Figure 1. The metal 1 layer.
Drawn at 6 px/um. Supply wires on this layer in gray.
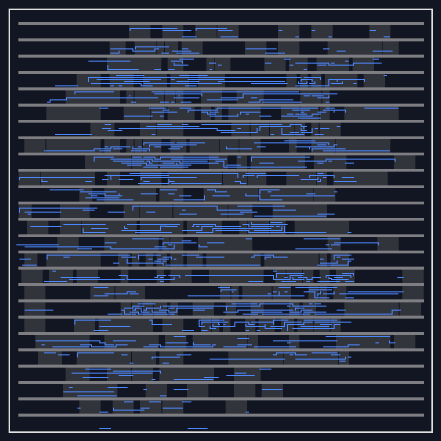
Figure 2. Met2 routing.
Drawn at 6 px/um.
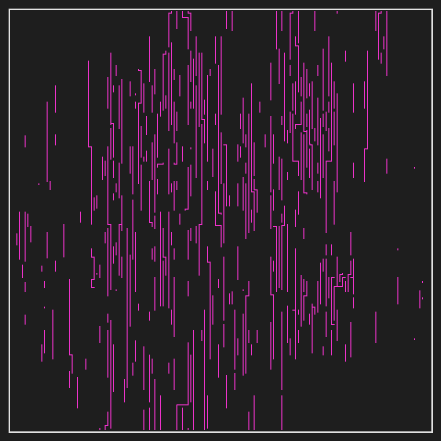
Figure 3. M3 wires.
Drawn at 8 px/um.
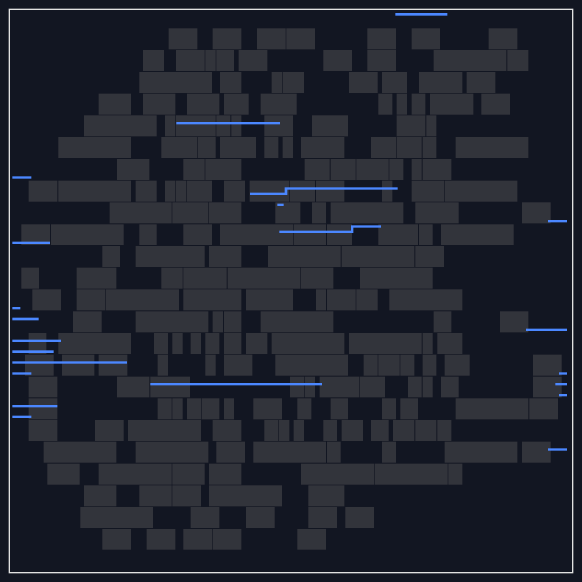
Figure 4. Clock network drawn from the DEF.
Drawn at 4 px/um.
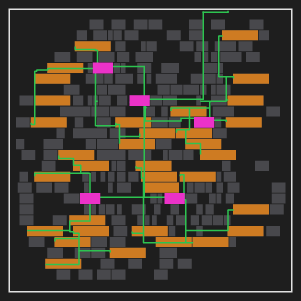
==> src/rtl/rom_scan_pkg.sv <==
// Shared definitions for the ROM address sequencer.
// Holds the FSM state encoding and the default ROM geometry. ROM_DEPTH
// doubles as the window check limit: a window whose last index is at or
// beyond it is rejected at start.
package rom_scan_pkg;

  localparam int unsigned ROM_SIZE  = 6;   // ROM word width
  localparam int unsigned ROM_DEPTH = 28;  // valid entries; last must be below this
  localparam int unsigned ROM_AW    = 5;   // ROM select width
  localparam int unsigned ROM_CW    = 8;   // accepted-word counter width

  typedef enum logic [1:0] {
    IDLE,
    FETCH,
    HOLD,
    DONE
  } state_t;

endpackage

==> src/rtl/rom_scan_seq.sv <==
// rom_scan_seq: walks an index window [first, last] over an external
// combinational ROM, registers each word and offers it on a valid/ready
// stream. One-shot or continuous-loop scans, abort, done pulse.
//
// Ports:
//   clk, rst_n          clock, asynchronous active-low reset
//   start               scan request, sampled in IDLE only
//   first, last         index window, sampled with start
//   loop_en             wrap from last back to first, sampled with start
//   abort               terminate scan (wins over start)
//   rom_sel / rom_data  ROM select out, combinational ROM word in
//   out_data/out_valid  registered word stream to the consumer
//   out_ready           consumer accept
//   busy                high in any state except IDLE
//   done                one-cycle pulse at the end of a one-shot scan
//   cfg_err             one-cycle pulse when start is rejected
//   count               words accepted since the last start, wraps
module rom_scan_seq
  import rom_scan_pkg::*;
#(
  parameter int unsigned SIZE  = ROM_SIZE,
  parameter int unsigned DEPTH = ROM_DEPTH,
  parameter int unsigned AW    = ROM_AW,
  parameter int unsigned CW    = ROM_CW
) (
  input  logic            clk,
  input  logic            rst_n,
  input  logic            start,
  input  logic [AW-1:0]   first,
  input  logic [AW-1:0]   last,
  input  logic            loop_en,
  input  logic            abort,
  output logic [AW-1:0]   rom_sel,
  input  logic [SIZE-1:0] rom_data,
  output logic [SIZE-1:0] out_data,
  output logic            out_valid,
  input  logic            out_ready,
  output logic            busy,
  output logic            done,
  output logic            cfg_err,
  output logic [CW-1:0]   count
);

  state_t state, state_nxt;

  logic [AW-1:0] first_q;
  logic [AW-1:0] last_q;
  logic          loop_q;

  logic cfg_ok;
  logic hs;
  logic at_last;

  assign cfg_ok  = (first <= last) && (32'(last) < DEPTH);
  assign hs      = out_valid && out_ready;
  assign at_last = (rom_sel == last_q);

  assign busy = (state != IDLE);
  assign done = (state == DONE);

  always_ff @(posedge clk or negedge rst_n) begin
    if (!rst_n) state <= IDLE;
    else        state <= state_nxt;
  end

  always_comb begin
    state_nxt = state;
    if (abort) begin
      state_nxt = IDLE;
    end else begin
      unique case (state)
        IDLE:    if (start && cfg_ok) state_nxt = FETCH;
        FETCH:   state_nxt = HOLD;
        HOLD:    if (hs) state_nxt = (at_last && !loop_q) ? DONE : FETCH;
        DONE:    state_nxt = IDLE;
        default: state_nxt = IDLE;
      endcase
    end
  end

  // Datapath. Abort is checked first so a word sitting in HOLD is dropped
  // without counting even if the consumer accepts it in the same cycle.
  always_ff @(posedge clk or negedge rst_n) begin
    if (!rst_n) begin
      rom_sel   <= '0;
      out_data  <= '0;
      out_valid <= 1'b0;
      cfg_err   <= 1'b0;
      count     <= '0;
      first_q   <= '0;
      last_q    <= '0;
      loop_q    <= 1'b0;
    end else begin
      cfg_err <= 1'b0;
      if (abort) begin
        out_valid <= 1'b0;
      end else begin
        unique case (state)
          IDLE: begin
            if (start) begin
              if (cfg_ok) begin
                first_q <= first;
                last_q  <= last;
                loop_q  <= loop_en;
                rom_sel <= first;
                count   <= '0;
              end else begin
                cfg_err <= 1'b1;
              end
            end
          end
          FETCH: begin
            out_data  <= rom_data;
            out_valid <= 1'b1;
          end
          HOLD: begin
            if (hs) begin
              count     <= count + CW'(1);
              out_valid <= 1'b0;
              if (at_last) begin
                if (loop_q) rom_sel <= first_q;
              end else begin
                rom_sel <= rom_sel + AW'(1);
              end
            end
          end
          DONE: ;
          default: ;
        endcase
      end
    end
  end

endmodule
==> config.mk <==
export PLATFORM = sky130hd
export DESIGN_NAME = rom_scan_seq
export DESIGN_NICKNAME = d
export VERILOG_FILES = /design/src/rtl/rom_scan_pkg.sv /design/src/rtl/rom_scan_seq.sv
export SDC_FILE = /design/constraint.sdc
export NUM_CORES = 1
export LEC_CHECK = 0
export CAP_MARGIN = 0
export CORE_UTILIZATION = 40
export DETAILED_ROUTE_END_ITERATION = 10
export PLACE_DENSITY = 0.73
export SYNTH_ARGS = -nofsm -noshare
export SYNTH_HDL_FRONTEND = slang
export SYNTH_SLANG_ARGS = --single-unit
==> constraint.sdc <==
create_clock -name clk -period 2.9 [get_ports clk]
set_input_delay 0.435 -clock clk [delete_from_list [all_inputs] [get_ports clk]]
set_output_delay 0.435 -clock clk [all_outputs]
set_load 0.03 [all_outputs]
==> impl_metrics.py <==
# Auto-generated metrics
metrics = {
    "clock_tree": {
        "clockBufferDepth": 2,
        "hold_buffers": 0,
        "root_buffer": "clkbuf_8",
        "cts.sinks": 34,
        "cts_resized": 0,
        "cts_tree": "yes",
        "clkSlewWorstSetupHoldPaths_ns": 0.06,
        "worstSkewPairLatency_ns": 0.28,
        "cts_setup_buffers": 0,
        "htreeDepth": 2,
        "cts_buffers": 5,
    },
    "sta": {
        "relSlewSlack_pct": 65.43,
        "fin_crit_ns": 2.481,
        "setup_viol_count_final": 0,
        "min_period_over_period_pct": 85.56,
        "finalHoldViolCount": 0,
        "clock_skew_ns": 0.005679,
        "worst_slew_pin_slew_ns": 0.5185,
        "tns_ns": 0,
        "max_freq_ghz": 0.4030,
        "finalMaxSlewViolations": 0,
        "rsz0062_at_grt": "false",
    },
    "worst_setup_path": {
        "crit_chain": "clkdlybuf4s50_1 -> ha_1 -> a21o_1 -> a21oi_2 -> a21oi_2 -> nor4b_4 -> buf_4 -> mux2_1",
        "timing.rr.start": "rom_sel[3]",
        "cp.required_ns": 3.06,
        "reg2reg_to": "rom_sel[1]",
        "critPathMaxStageDelay_ns": 0.50,
        "crit_path_start_kind": "input pin",
        "critPathArrivalTime_ns": 2.64,
        "end_kind": "register",
        "slowest_stage": "clkdlybuf4s50_1",
        "startpoint": "first[3]",
        "critPathBufInv": 2,
        "path_class": "in2reg",
        "crit_top_cell": "a21oi_2",
        "crit_path_max_fanout": 6,
        "r2r_cells": 5,
        "reg2reg_setup_slack_ns": 0.98,
        "crit_family": "buffers and inverters",
    },
    "global_routing": {
        "busiest_layer": "met2",
        "antenna_found_initial": 0,
        "grt_pass1_wl_mm": 6.796,
        "grt.overflow.total": 0,
        "grt_pass1_vias": 1387,
        "grt_start_max_net_pins": 35,
        "grt_util_all_layers_pct": 17.81,
    },
    "placed_design": {
        "dpl.hpwl_mm": 3.002,
        "portBuffers": 44,
        "dp_cells": 260,
        "place_area_um2": 2400,
        "gp_congestion": 0.7992,
    },
    "yosys": {
        "synth_cell_types": 40,
        "synth.top_cell.area_share_pct": 45.67,
        "yosys_area_um2": 1863,
        "most_common_cell": "dfrtp_1",
        "synth-edff-count": 0,
        "flop_cell": "dfrtp_1",
        "synthCells": 161,
        "syn_avg_cell_area_um2": 11.57,
        "synthArstFlopShare_pct": 100.0,
        "ys_top_cells_by_count": "dfrtp_1 (34), a21oi_1 (10), mux2_1 (10), nand2_1 (10), inv_1 (8)",
        "syn_nets": 190,
        "yosys_register_bits": 34,
        "synth_stat.cells": 161,
        "topCellsByArea": "dfrtp_1 (46%), mux2_1 (6.0%), ha_1 (4.7%)",
        "yosysWarnings": 0,
        "synth_seq_share_pct": 45.67,
        "largest_area_cell": "dfrtp_1",
        "syn-cell-area_um2": 1863,
    },
    "finish": {
        "synthToLayoutAreaGrowth_pct": 32.91,
        "diodes": 0,
        "stdcell_count": 267,
        "fin_util_pct": 56.09,
        "drive_above_1_share_pct": 16.74,
        "fin_nets": 244,
        "stdcell_area_um2": 2476,
    },
    "routing": {
        "detail-route-antenna-nets": 0,
        "dr.pass1.iters": 4,
        "drcViolationCount": 0,
        "drtIter0Drc": 90,
        "post_drt_wl_per_cell_um": 15.16,
        "viasPerCell": 5.333,
    },
    "run_status": {
        "status": "complete, no violations",
    },
    "flow_run": {
        "warning_count": 26,
        "max_cap_viol_count": 0,
    },
    "floorplan": {
        "die_h_um": 70.25,
        "fp_util_pct": 42.21,
        "die_area_um2": 4934,
        "rows": 24,
        "io_pins": 45,
        "core_um2": 4414,
        "die_x_um": 70.25,
    },
    "min_path": {
        "hold_depth": 1,
        "hold_end": "count[7]",
        "hold_start": "count[7]",
        "hold_class": "reg2reg",
    },
    "pwr": {
        "powerDensity_nw_per_um2": 679.4,
        "peakVddDrop_v": 0.0003317,
        "leakagePower_nw": 1.111,
    },
}
Back to the opening pictures, Figure 1:
main direction = horizontal
longest straight run = 35.4 um
nets with wire on the layer = 213
share of all routed wire = 48%
wire length on this layer = 1950 um
met1 GRT Util: 25.63%
routed vias: 1424
final wirelength: 4.049 mm

Back to the opening pictures, Figure 2:
main direction = vertical
share of all routed wire = 47%
nets with wire on the layer = 220
met2 Track Usage GR: 26.56%

Back to the opening pictures, Figure 3:
nets with wire on the layer = 18
main direction = horizontal
share of all routed wire = 3.2%
longest straight run = 21.2 um
GRT met3 Usage: 4.185%

Back to the opening pictures, Figure 4:
clock wires -> green  # length 440 um
flip-flops -> orange  # count 34
clock-net drivers -> magenta  # count 5
routed clock nets = 6

## area by class of cell
| type | count | area [um2] |
|---|---|---|
| Clock buffer | 7 | 76.32 |
| Fill cell | 403 | 1938 |
| Inverter | 8 | 30.03 |
| Multi-Input combinational cell | 115 | 960.9 |
| Sequential cell | 34 | 850.8 |
| Tap cell | 52 | 65.06 |
| Timing Repair Buffer | 51 | 493.0 |
## how the worst max path moves through the flow
stage | end | slack, ns | depth (start not counted)
finish | last_q[0] | 0.42 | 8
global route | first_q[0] | 0.37 | 8
CTS | first_q[0] | 0.45 | 8
floorplan | first_q[0] | 0.82 | 8
global placement | first_q[3] | 0.25 | 8
detailed placement | first_q[0] | 0.17 | 8
## metrics by stage
step	setup slack, ns	total power [mW]	hold slack [ns]
2_1_floorplan	0.8225	1.108	0.1394
3_3_place_gp	0.2463	1.350	0.4688
3_5_place_dp	0.1696	1.367	0.4844
4_1_cts	0.4490	1.694	0.4928
5_1_grt	0.3704	1.785	0.5106
6_report	0.4188	1.682	0.4903
## registers in the layout, summed over array words and instances (netlist names)
signal,flops
count,8
out_data,6
first_q,5
last_q,5
rom_sel,5
state,2
cfg_err,1
loop_q,1
out_valid,1
## routing by layer
metal | up-vias | part of all wire, %
li1 | 679 | -
met3 | 5 | 3.1
met2 | 24 | 47
met5 | - | 0
met1 | 716 | 48
met4 | 0 | 1.3
## cells by family after synthesis
kind of cell | after synthesis | share of synthesized area, %
AOI/OAI and AO/OA | 36 | 14.51
xor gates and xnor gates | 8 | 3.761
adders and majority gates | 7 | 4.701
buffers and inverters | 12 | 2.754
DFF | 34 | 45.67
muxes | 26 | 16.19
and+or+nand+nor | 38 | 12.42
## cells in the final DEF (no fill, tap or decap), types with 3 or more instances in the layout
| cell type | netlist | routed |
|---|---|---|
| clkdlybuf4s50_1 | 0 | 44 |
| dfrtp_1 | 34 | 34 |
| nand2_1 | 10 | 10 |
| mux2_1 | 10 | 10 |
| a21oi_1 | 10 | 10 |
| inv_1 | 8 | 8 |
| o21ai_0 | 7 | 7 |
| mux2_2 | 7 | 7 |
| ha_1 | 7 | 7 |
| buf_4 | 1 | 7 |
| mux2i_1 | 5 | 5 |
| nand3_1 | 5 | 5 |
| clkbuf_8 | 0 | 5 |
| and3_1 | 4 | 4 |
| xor2_1 | 4 | 4 |
| xnor2_1 | 4 | 4 |
| mux2_4 | 4 | 4 |
| nor2_1 | 4 | 4 |
| o21a_1 | 4 | 4 |
| a31oi_1 | 3 | 3 |
| nand2b_1 | 3 | 3 |
## report_power, final
part	switching [mW]	internal (mW)
sequential	0.112	0.593
combinational	0.318	0.334
clock	0.160	0.165
total	0.590	1.09
## worst reg2reg max path, delay by kind of cell, from the launching register on
kind | cells | cell delay, ns
XOR/XNOR | 1 | 0.19
AND-OR/OR-AND | 1 | 0.36
multiplexers | 1 | 0.33
flip-flops | 1 | 0.45
AND/OR/NAND/NOR | 2 | 0.48
Power figures rest on the tool's default switching activity, not on a simulated workload.
